--- config.mk ---
export PLATFORM = sky130hd
export DESIGN_NAME = if_fetch_unit
export DESIGN_NICKNAME = d
export VERILOG_FILES = /design/src/rtl/cpu_defs_pkg.sv /design/src/rtl/if_addr_check.sv /design/src/rtl/if_fetch_unit.sv
export SDC_FILE = /design/constraint.sdc
export NUM_CORES = 1
export LEC_CHECK = 0
export ABC_AREA = 1
export CAP_MARGIN = 40
export CORE_MARGIN = 10
export CORE_UTILIZATION = 45
export CTS_CLUSTER_DIAMETER = 30
export DETAILED_ROUTE_END_ITERATION = 8
export DONT_BUFFER_PORTS = 1
export GPL_TIMING_DRIVEN = 0
export PLACE_DENSITY = 0.64
export SKIP_LAST_GASP = 1
export SLEW_MARGIN = 5
export SYNTH_ARGS = -nofsm -noshare
export SYNTH_HDL_FRONTEND = slang
export SYNTH_HIERARCHICAL = 1
export SYNTH_SLANG_ARGS = --single-unit
export TNS_END_PERCENT = 5
--- constraint.sdc ---
create_clock -name clk -period 3.39 [get_ports clk]
set_input_delay 1.017 -clock clk [delete_from_list [all_inputs] [get_ports clk]]
set_output_delay 1.017 -clock clk [all_outputs]
set_load 0.05 [all_outputs]
--- src/rtl/cpu_defs_pkg.sv ---
// Shared fetch-slice definitions: fetch FSM encoding, nop word,
// default reset PC and the bundle latched for the ID stage.
package cpu_defs_pkg;

    typedef enum logic [1:0] {
        IF_IDLE = 2'd0,
        IF_REQ  = 2'd1,
        IF_WAIT = 2'd2,
        IF_HOLD = 2'd3
    } if_state_e;

    localparam logic [31:0] NOP_INSTR        = 32'h0000_0000;
    localparam logic [31:0] DEFAULT_RESET_PC = 32'h0000_3000;

    typedef struct packed {
        logic [31:0] instr;
        logic [31:0] pc;
        logic        fault;
    } if_slot_t;

endpackage

--- src/rtl/if_addr_check.sv ---
// Combinational fetch-address legality check: word aligned and
// inside [IM_BASE, IM_BASE+IM_BYTES).
module if_addr_check #(
    parameter logic [31:0] IM_BASE  = 32'h0000_3000,
    parameter logic [31:0] IM_BYTES = 32'h0000_1000
) (
    input  logic [31:0] addr,
    output logic        addr_ok
);

    logic [32:0] addr_x;
    logic [32:0] lo_x;
    logic [32:0] hi_x;

    // 33-bit compare so a region ending at 4 GiB cannot wrap
    assign addr_x = {1'b0, addr};
    assign lo_x   = {1'b0, IM_BASE};
    assign hi_x   = {1'b0, IM_BASE} + {1'b0, IM_BYTES};

    assign addr_ok = (addr[1:0] == 2'b00)
                   && (addr_x >= lo_x)
                   && (addr_x < hi_x);

endmodule

--- src/rtl/if_fetch_unit.sv ---
// Instruction fetch unit: one outstanding imem fetch, result held for ID.
// Define FETCH_ADDR_CHECK_EN to fault illegal fetch addresses locally.
module if_fetch_unit
    import cpu_defs_pkg::*;
#(
    parameter logic [31:0] RESET_PC = DEFAULT_RESET_PC,
    parameter logic [31:0] IM_BASE  = 32'h0000_3000,
    parameter logic [31:0] IM_BYTES = 32'h0000_1000
) (
    input  logic        clk,
    input  logic        reset,
    input  logic [31:0] pc,
    output logic        pc_en,
    input  logic        redirect,
    output logic        imem_req_valid,
    input  logic        imem_req_ready,
    output logic [31:0] imem_req_addr,
    input  logic        imem_rsp_valid,
    input  logic [31:0] imem_rsp_data,
    output logic        if_valid,
    input  logic        if_ready,
    output logic [31:0] if_instr,
    output logic [31:0] if_pc,
    output logic        if_fault
);

    if_state_e   state_q, state_d;
    logic        kill_q, kill_d;
    logic [31:0] req_addr_q, req_addr_d;
    if_slot_t    slot_q, slot_d;
    logic        addr_ok;
    logic        kill_now;
    logic        req_valid_d;
    logic        pc_en_d;

`ifdef FETCH_ADDR_CHECK_EN
    if_addr_check #(
        .IM_BASE  (IM_BASE),
        .IM_BYTES (IM_BYTES)
    ) u_addr_check (
        .addr    (req_addr_q),
        .addr_ok (addr_ok)
    );
`else
    logic unused_cfg;
    assign unused_cfg = ^{IM_BASE, IM_BYTES};
    assign addr_ok    = 1'b1;
`endif

    // a redirect this cycle kills the in-flight fetch just like a stored kill
    assign kill_now = kill_q | redirect;

    always_comb begin
        state_d     = state_q;
        kill_d      = kill_q;
        req_addr_d  = req_addr_q;
        slot_d      = slot_q;
        req_valid_d = 1'b0;
        pc_en_d     = redirect;
        unique case (state_q)
            IF_IDLE: begin
                state_d    = IF_REQ;
                req_addr_d = pc;
            end
            IF_REQ: begin
                if (!addr_ok) begin
                    pc_en_d = redirect | ~kill_q;
                    if (kill_now) begin
                        state_d = IF_IDLE;
                        kill_d  = 1'b0;
                    end else begin
                        state_d = IF_HOLD;
                        slot_d  = '{instr: NOP_INSTR,
                                    pc:    req_addr_q,
                                    fault: 1'b1};
                    end
                end else begin
                    req_valid_d = 1'b1;
                    kill_d      = kill_now;
                    if (imem_req_ready) begin
                        state_d = IF_WAIT;
                        pc_en_d = redirect | ~kill_q;
                    end
                end
            end
            IF_WAIT: begin
                if (redirect) begin
                    kill_d = 1'b1;
                end
                if (imem_rsp_valid) begin
                    if (kill_now) begin
                        state_d = IF_IDLE;
                        kill_d  = 1'b0;
                    end else begin
                        state_d = IF_HOLD;
                        slot_d  = '{instr: imem_rsp_data,
                                    pc:    req_addr_q,
                                    fault: 1'b0};
                    end
                end
            end
            IF_HOLD: begin
                if (redirect) begin
                    state_d = IF_IDLE;
                end else if (if_ready) begin
                    state_d    = IF_REQ;
                    req_addr_d = pc;
                end
            end
        endcase
    end

    always_ff @(posedge clk) begin
        if (reset) begin
            state_q    <= IF_IDLE;
            kill_q     <= 1'b0;
            req_addr_q <= '0;
            slot_q     <= '{instr: NOP_INSTR,
                            pc:    RESET_PC,
                            fault: 1'b0};
        end else begin
            state_q    <= state_d;
            kill_q     <= kill_d;
            req_addr_q <= req_addr_d;
            slot_q     <= slot_d;
        end
    end

    assign pc_en          = pc_en_d & ~reset;
    assign imem_req_valid = req_valid_d & ~reset;
    assign imem_req_addr  = req_addr_q;
    assign if_valid       = (state_q == IF_HOLD) & ~reset;
    assign if_instr       = slot_q.instr;
    assign if_pc          = slot_q.pc;
    assign if_fault       = slot_q.fault;

endmodule

==> run_1/cell_classes.png <==
Fill, decap, tap and diode cells in gray.
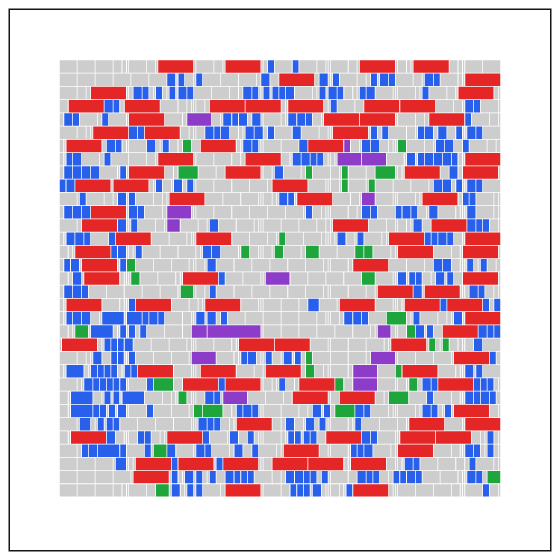
color	class	cells
red	flops	99
green	other buffers and delay cells	37
blue	all other logic	342
purple	clock drivers and dummy loads	16

==> run_1/port_nets.png <==
The bar under the picture is 20 µm long.
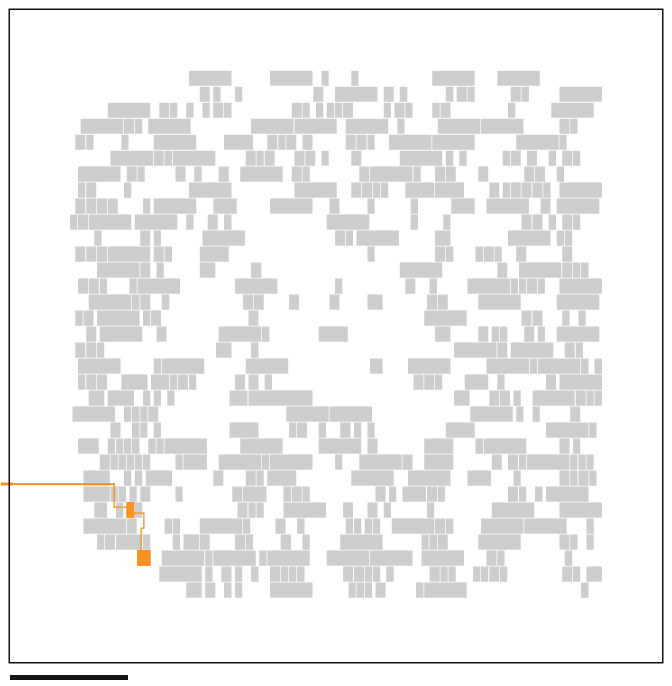
color	port	bits	direction	end cells	buffers	wire
orange	`imem_req_ready`	1	input	2	0	35.7 µm

==> run_1/pdn.png <==
The bar under the picture is 20 µm long. Pins as bars on the die edge. Tap cells in gray.
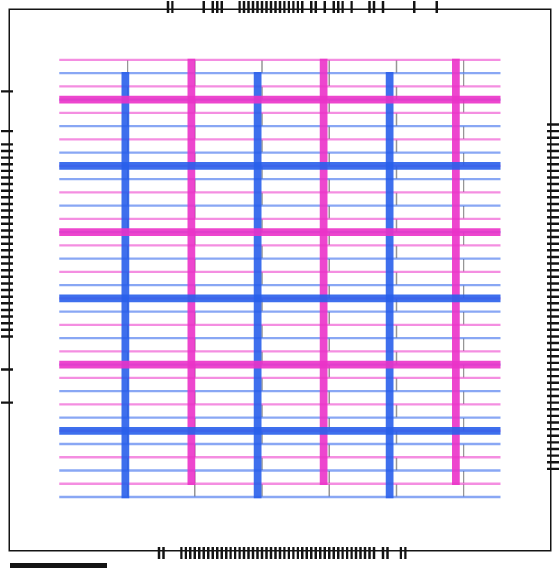
color	net
magenta	VDD
blue	VSS
met4 straps	6
met5 straps	6
rows	33
met1 rails	34

==> reports/results.ini, run 1 <==
[pwr]
p_per_area_mw_per_mm2 = 820
finalPower_mw = 3.34
sequentialPower_mw = 1.92
irDropWorstVdd_mv = 0.411
p_leak_nw = 1.48
power-top-group = sequential cells
comb_power_mw = 0.653
power.internal_mw = 1.90
p_clk_share_pct = 23.0
netSwitchingPower_mw = 1.44
swShare_pct = 43.0
seqPwrFrac_pct = 57.4

[floorplanning]
fp_util_pct = 45.7
die-area_mm2 = 0.0123
io-pin-count = 170
die_x_um = 111
rows = 33
tapCellCount = 105

[logic_synthesis]
yosysMostFrequentCell = nand2_1
muxShareOfSynthArea_pct = 0
top_logic_kind = simple AND/OR/NAND/NOR gates
yosysUniqueCellTypes = 19
ys_warn_count = 6
synthCells = 475
top_area_cell = dfxtp_1
common_cells = 176 x nand2_1, 99 x dfxtp_1, 96 x a21oi_1
fa_ha_area_share_pct = 2.02
ys.flops = 99
synth-xor-area-share_pct = 0
area_leaders = dfxtp_1 53%, nand2_1 18%, a21oi_1 13%
ys_area_mm2 = 0.00372
fp_nets = 551
flop_cell = dfxtp_1
synthAoiAreaFrac_pct = 13.6
synth_top_area_share_pct = 53.3
synth_area_mm2 = 0.00372
synth-async-reset-ratio_pct = 0
ys_seq_share_pct = 53.3

[cells_and_area]
area_dominant_class = registers
flops = 99
buffers = 37
fin_util_pct = 50.1
inverters_excl_clock = 11
clkbuf_count = 11
sh_comb_area_pct = 36.4
final-seq-area_mm2 = 0.00198
final_cells = 599
num_antenna_cells = 0
clkCellAreaFrac_pct = 4.98
layout.nonclk_buf_share_pct = 5.77
seq_share_pct = 48.6
drive_above_1_share_pct = 9.72
syn_to_final_growth_pct = 9.59
num-nets-final = 565

[placed_design]
dp.cells = 583
numPortBuffers = 0
dp_worst_setup_slack_ns = 0.161
placed_cell_area_mm2 = 0.00387
place_congestion = 0.824
hpwlAfterDp_mm = 8.25

[worst_setup_path]
critical_path.max_stage_delay_ns = 0.48
r2r_end = imem_req_addr[29]
endpoint = if_valid
cp_num_buf_inv = 3
crit_path_start_kind = input pin
arrival_ns = 2.13
cp_num_cells = 4
reg2regPathDepth = 8
crit_path_start = reset
crit_required_ns = 2.37

[sta]
slew-limit-headroom_pct = 60.0
tightest_slew_ns = 0.600
hold_viol_final = 0
timing.final.crit_period_ns = 3.15
fin_crit_sh_pct = 93.0
fmax_mhz = 317
setup_viol = 0
worst_clock_skew_ns = 0.00957
finalMaxSlewViolations = 0
rsz0062_at_grt = false
setup-tns-final_ns = 0
final.setup.worst_slack_ns = 0.239
finalHoldWorstSlack_ns = 0.541

[detailed_routing]
num_vias = 3149
initialDrtViolationCount = 170
drtPass1Iterations = 4
postRouteAntennaNets = 0
highest_layer = met4
wl_mm = 10.8
wl_met2_mm = 5.15
wl_met1_mm = 4.23
drc = 0
wl_per_cell_um = 18.0
dr_wl_met3_mm = 1.25

[job]
tool_warnings = 31
drv_cap = 0

[clock_tree]
cts_sinks = 99
postCtsSetupRepairBufs = 0
clk_pin_slew_ns = 0.09
ctsHtreeMaxLevel = 3
cts_root_buffer = clkbuf_8
cts-hold-fix-buffers = 0
clk_path_buf_depth = 2
cts_tree = done
ctsResizeCount = 0
cts_buffers = 9

[global_routing]
met1_usage_pct = 18.9
grt_use_met3_pct = 8.66
grt-ovfl-total = 0
gr-usage-met2_pct = 27.6
grt_busiest_layer = met2
grt_max_degree = 17
grt_pass1_vias = 3111
grt_use_total_pct = 17.1

[worst_hold_path]
min_path_type = reg2reg
hold_depth = 2
hp-start = kill_q

[status]
outcome = finished clean

-- run 1: cells in the final DEF, fill, tap and decap left out --
| cell | n |
|---|---|
| inv_2 | 1 |
| nand2_2 | 1 |
| nand2_1 | 176 |
| buf_4 | 7 |
| inv_6 | 1 |
| nand3_2 | 1 |
| ha_1 | 6 |
| buf_2 | 14 |
| buf_6 | 7 |
| o21ai_0 | 2 |
| a31oi_1 | 1 |
| nand3_1 | 36 |
| nor2_1 | 9 |
| nor2_2 | 1 |
| clkbuf_8 | 10 |
| inv_1 | 10 |
| dfxtp_1 | 99 |
| conb_1 | 1 |
| clkbuf_1 | 10 |
| bufinv_16 | 1 |
| o21ai_2 | 1 |
| clkinvlp_4 | 3 |
| a21oi_1 | 96 |
==> run 2, diff against run 1 <==
--- a/config.mk
+++ b/config.mk
@@ -14,6 +14,7 @@
 export DONT_BUFFER_PORTS = 1
 export GPL_TIMING_DRIVEN = 0
 export PLACE_DENSITY = 0.64
+export RECOVER_POWER = 25
 export SKIP_LAST_GASP = 1
 export SLEW_MARGIN = 5
 export SYNTH_ARGS = -nofsm -noshare
==> run_2/pdn.png <==
The bar under the picture is 20 µm long. Pins as bars on the die edge. Tap cells in gray.
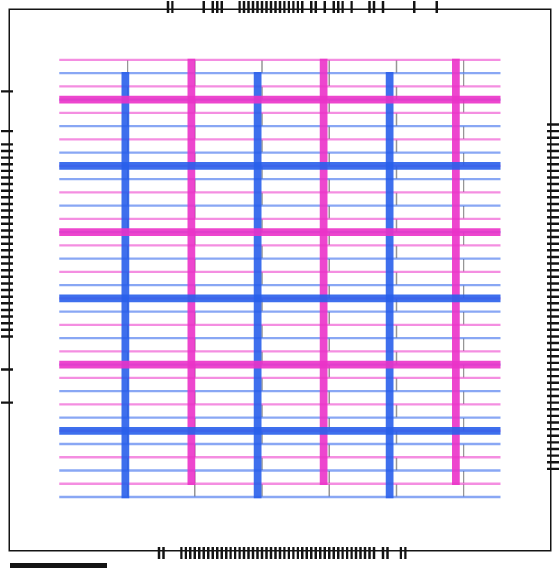
color	net
blue	VSS
magenta	VDD
met5 straps	6
rows	33
met4 straps	6
signal pins	170

==> run_2/final_placement.png <==
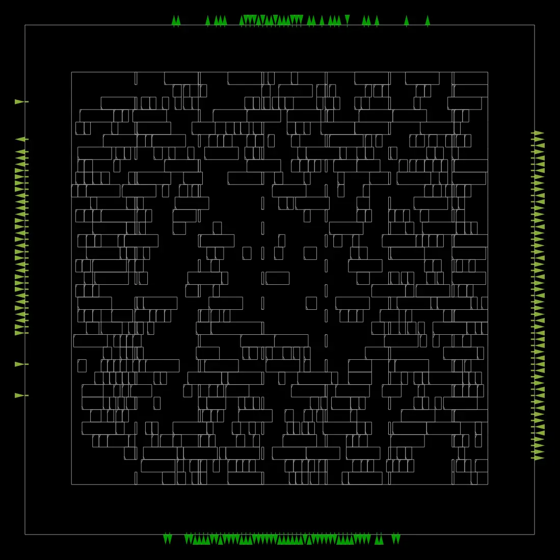
Filler Cell Count: 822
sequential share of cell area: 48.9%
row count: 33
total core area: 0.00813 mm²

==> run 2 against run 1 <==
  * Cell count unchanged
  * Register-to-register slack lost 0.45 ns
  * Worst hold slack better by 0.00068 ns
  * Critical endpoint unchanged
  * Largest cell class unchanged
  * Largest power group unchanged
==> reports/results.ini, run 2 <==
[worst_setup_path]
reg2regPathDepth = 7  ; -1
r2r_end = if_pc[11]
crit_path_start_kind = input pin
crit_required_ns = 2.37  ; about the same
endpoint = if_valid
crit_path_start = reset

[logic_synthesis]
synth_area_mm2 = 0.00372  ; unchanged
top_logic_kind = simple AND/OR/NAND/NOR gates
area_leaders = dfxtp_1 53%, nand2_1 18%, a21oi_1 13%
ys_seq_share_pct = 53.3  ; unchanged
synthAoiAreaFrac_pct = 13.6  ; unchanged
common_cells = 176 x nand2_1, 99 x dfxtp_1, 96 x a21oi_1
muxShareOfSynthArea_pct = 0  ; unchanged
top_area_cell = dfxtp_1
ys_warn_count = 6  ; unchanged
flop_cell = dfxtp_1
synth-xor-area-share_pct = 0  ; unchanged
synth_top_area_share_pct = 53.3  ; unchanged
ys.flops = 99  ; unchanged
fa_ha_area_share_pct = 2.02  ; unchanged
yosysUniqueCellTypes = 19  ; unchanged
synth-async-reset-ratio_pct = 0  ; unchanged
synthCells = 475  ; unchanged
yosysMostFrequentCell = nand2_1
ys_area_mm2 = 0.00372  ; unchanged

[status]
outcome = finished clean

[pwr]
seqPwrFrac_pct = 57.4  ; about the same
comb_power_mw = 0.650  ; about the same
power-top-group = sequential cells
p_clk_share_pct = 23.1  ; about the same
sequentialPower_mw = 1.92  ; about the same
finalPower_mw = 3.34  ; about the same
power.internal_mw = 1.90  ; -0.14%
swShare_pct = 43.0  ; +0.063 points
netSwitchingPower_mw = 1.44  ; +0.12%
p_per_area_mw_per_mm2 = 824  ; +0.47%
irDropWorstVdd_mv = 0.408  ; -0.70%
p_leak_nw = 1.46  ; -0.91%

[floorplanning]
die-area_mm2 = 0.0123  ; unchanged
fp_util_pct = 45.7  ; unchanged
io-pin-count = 170  ; unchanged

[sta]
final.setup.worst_slack_ns = 0.241  ; +0.00219 ns
fin_crit_sh_pct = 92.9  ; about the same
hold_viol_final = 0  ; unchanged
worst_clock_skew_ns = 0.00932  ; -0.000253 ns
fmax_mhz = 318  ; about the same
timing.final.crit_period_ns = 3.15  ; -0.00219 ns
slew-limit-headroom_pct = 60.1  ; +0.14 points
finalHoldWorstSlack_ns = 0.542  ; +0.000681 ns
setup-tns-final_ns = 0  ; unchanged
rsz0062_at_grt = false

[clock_tree]
cts_buffers = 9  ; unchanged
clk_path_buf_depth = 2  ; unchanged
ctsResizeCount = 0  ; unchanged
cts-hold-fix-buffers = 0  ; unchanged
cts_root_buffer = clkbuf_8
ctsHtreeMaxLevel = 3  ; unchanged
cts_sinks = 99  ; unchanged
postCtsSetupRepairBufs = 0  ; unchanged

[detailed_routing]
wl_met1_mm = 4.27  ; +0.90%
wl_met2_mm = 5.20  ; +0.81%
postRouteAntennaNets = 0  ; unchanged
drc = 0  ; unchanged
dr_wl_met3_mm = 1.22  ; -1.7%
highest_layer = met4
drtPass1Iterations = 4  ; unchanged
num_vias = 3150  ; +0.032%

[global_routing]
grt_max_degree = 17  ; unchanged
grt_busiest_layer = met2
grt_pass1_vias = 3111  ; unchanged
grt-ovfl-total = 0  ; unchanged
gr-usage-met2_pct = 27.6  ; unchanged
grt_use_total_pct = 17.1  ; unchanged
grt_use_met3_pct = 8.66  ; unchanged

[job]
tool_warnings = 31  ; unchanged
drv_cap = 0  ; unchanged

[cells_and_area]
num_antenna_cells = 0  ; unchanged
drive_above_1_share_pct = 8.10  ; -1.6 points
lay_top_count = nand2_1
fin_util_pct = 49.8  ; -0.25 points
num-nets-final = 565  ; unchanged
final_cell_mix = 176 x nand2_1, 99 x dfxtp_1, 96 x a21oi_1

[placed_design]
dp_worst_setup_slack_ns = 0.161  ; unchanged
place_congestion = 0.824  ; unchanged
placed_cell_area_mm2 = 0.00387  ; unchanged
dp.cells = 583  ; unchanged
hpwlAfterDp_mm = 8.25  ; unchanged
numPortBuffers = 0  ; unchanged

[worst_hold_path]
min_path_type = reg2reg
hp-start = kill_q

[run 2: cell counts after synthesis]
Identical to the previous run, type by type.
[run 2: cells by family after synthesis]
| family | Yosys count |
|---|---|
| simple gates | 224 |
| compound gates | 100 |
| other cells | 1 |
| fa+ha+maj | 6 |
| buf+inv | 45 |
| flops | 99 |
[run 2: critical path, stage by stage]
cell and delay (ns):
clkbuf_1 0.30, clkbuf_1 0.47, nor2_1 0.12, buf_4 0.21
[run 2: layout make-up]
class	instances	area, µm²	share of cell area (%)
buffer	34	198	4.88
clock buffer	11	141	3.49
clock inverter	5	61.3	1.51
inverter	11	41.3	1.02
multi-input combinational	331	1480	36.4
sequential	99	1980	48.9
tap	105	131	3.24
timing repair buffer	3	22.5	0.556
Power figures rest on the tool's default switching activity, not on a simulated workload.
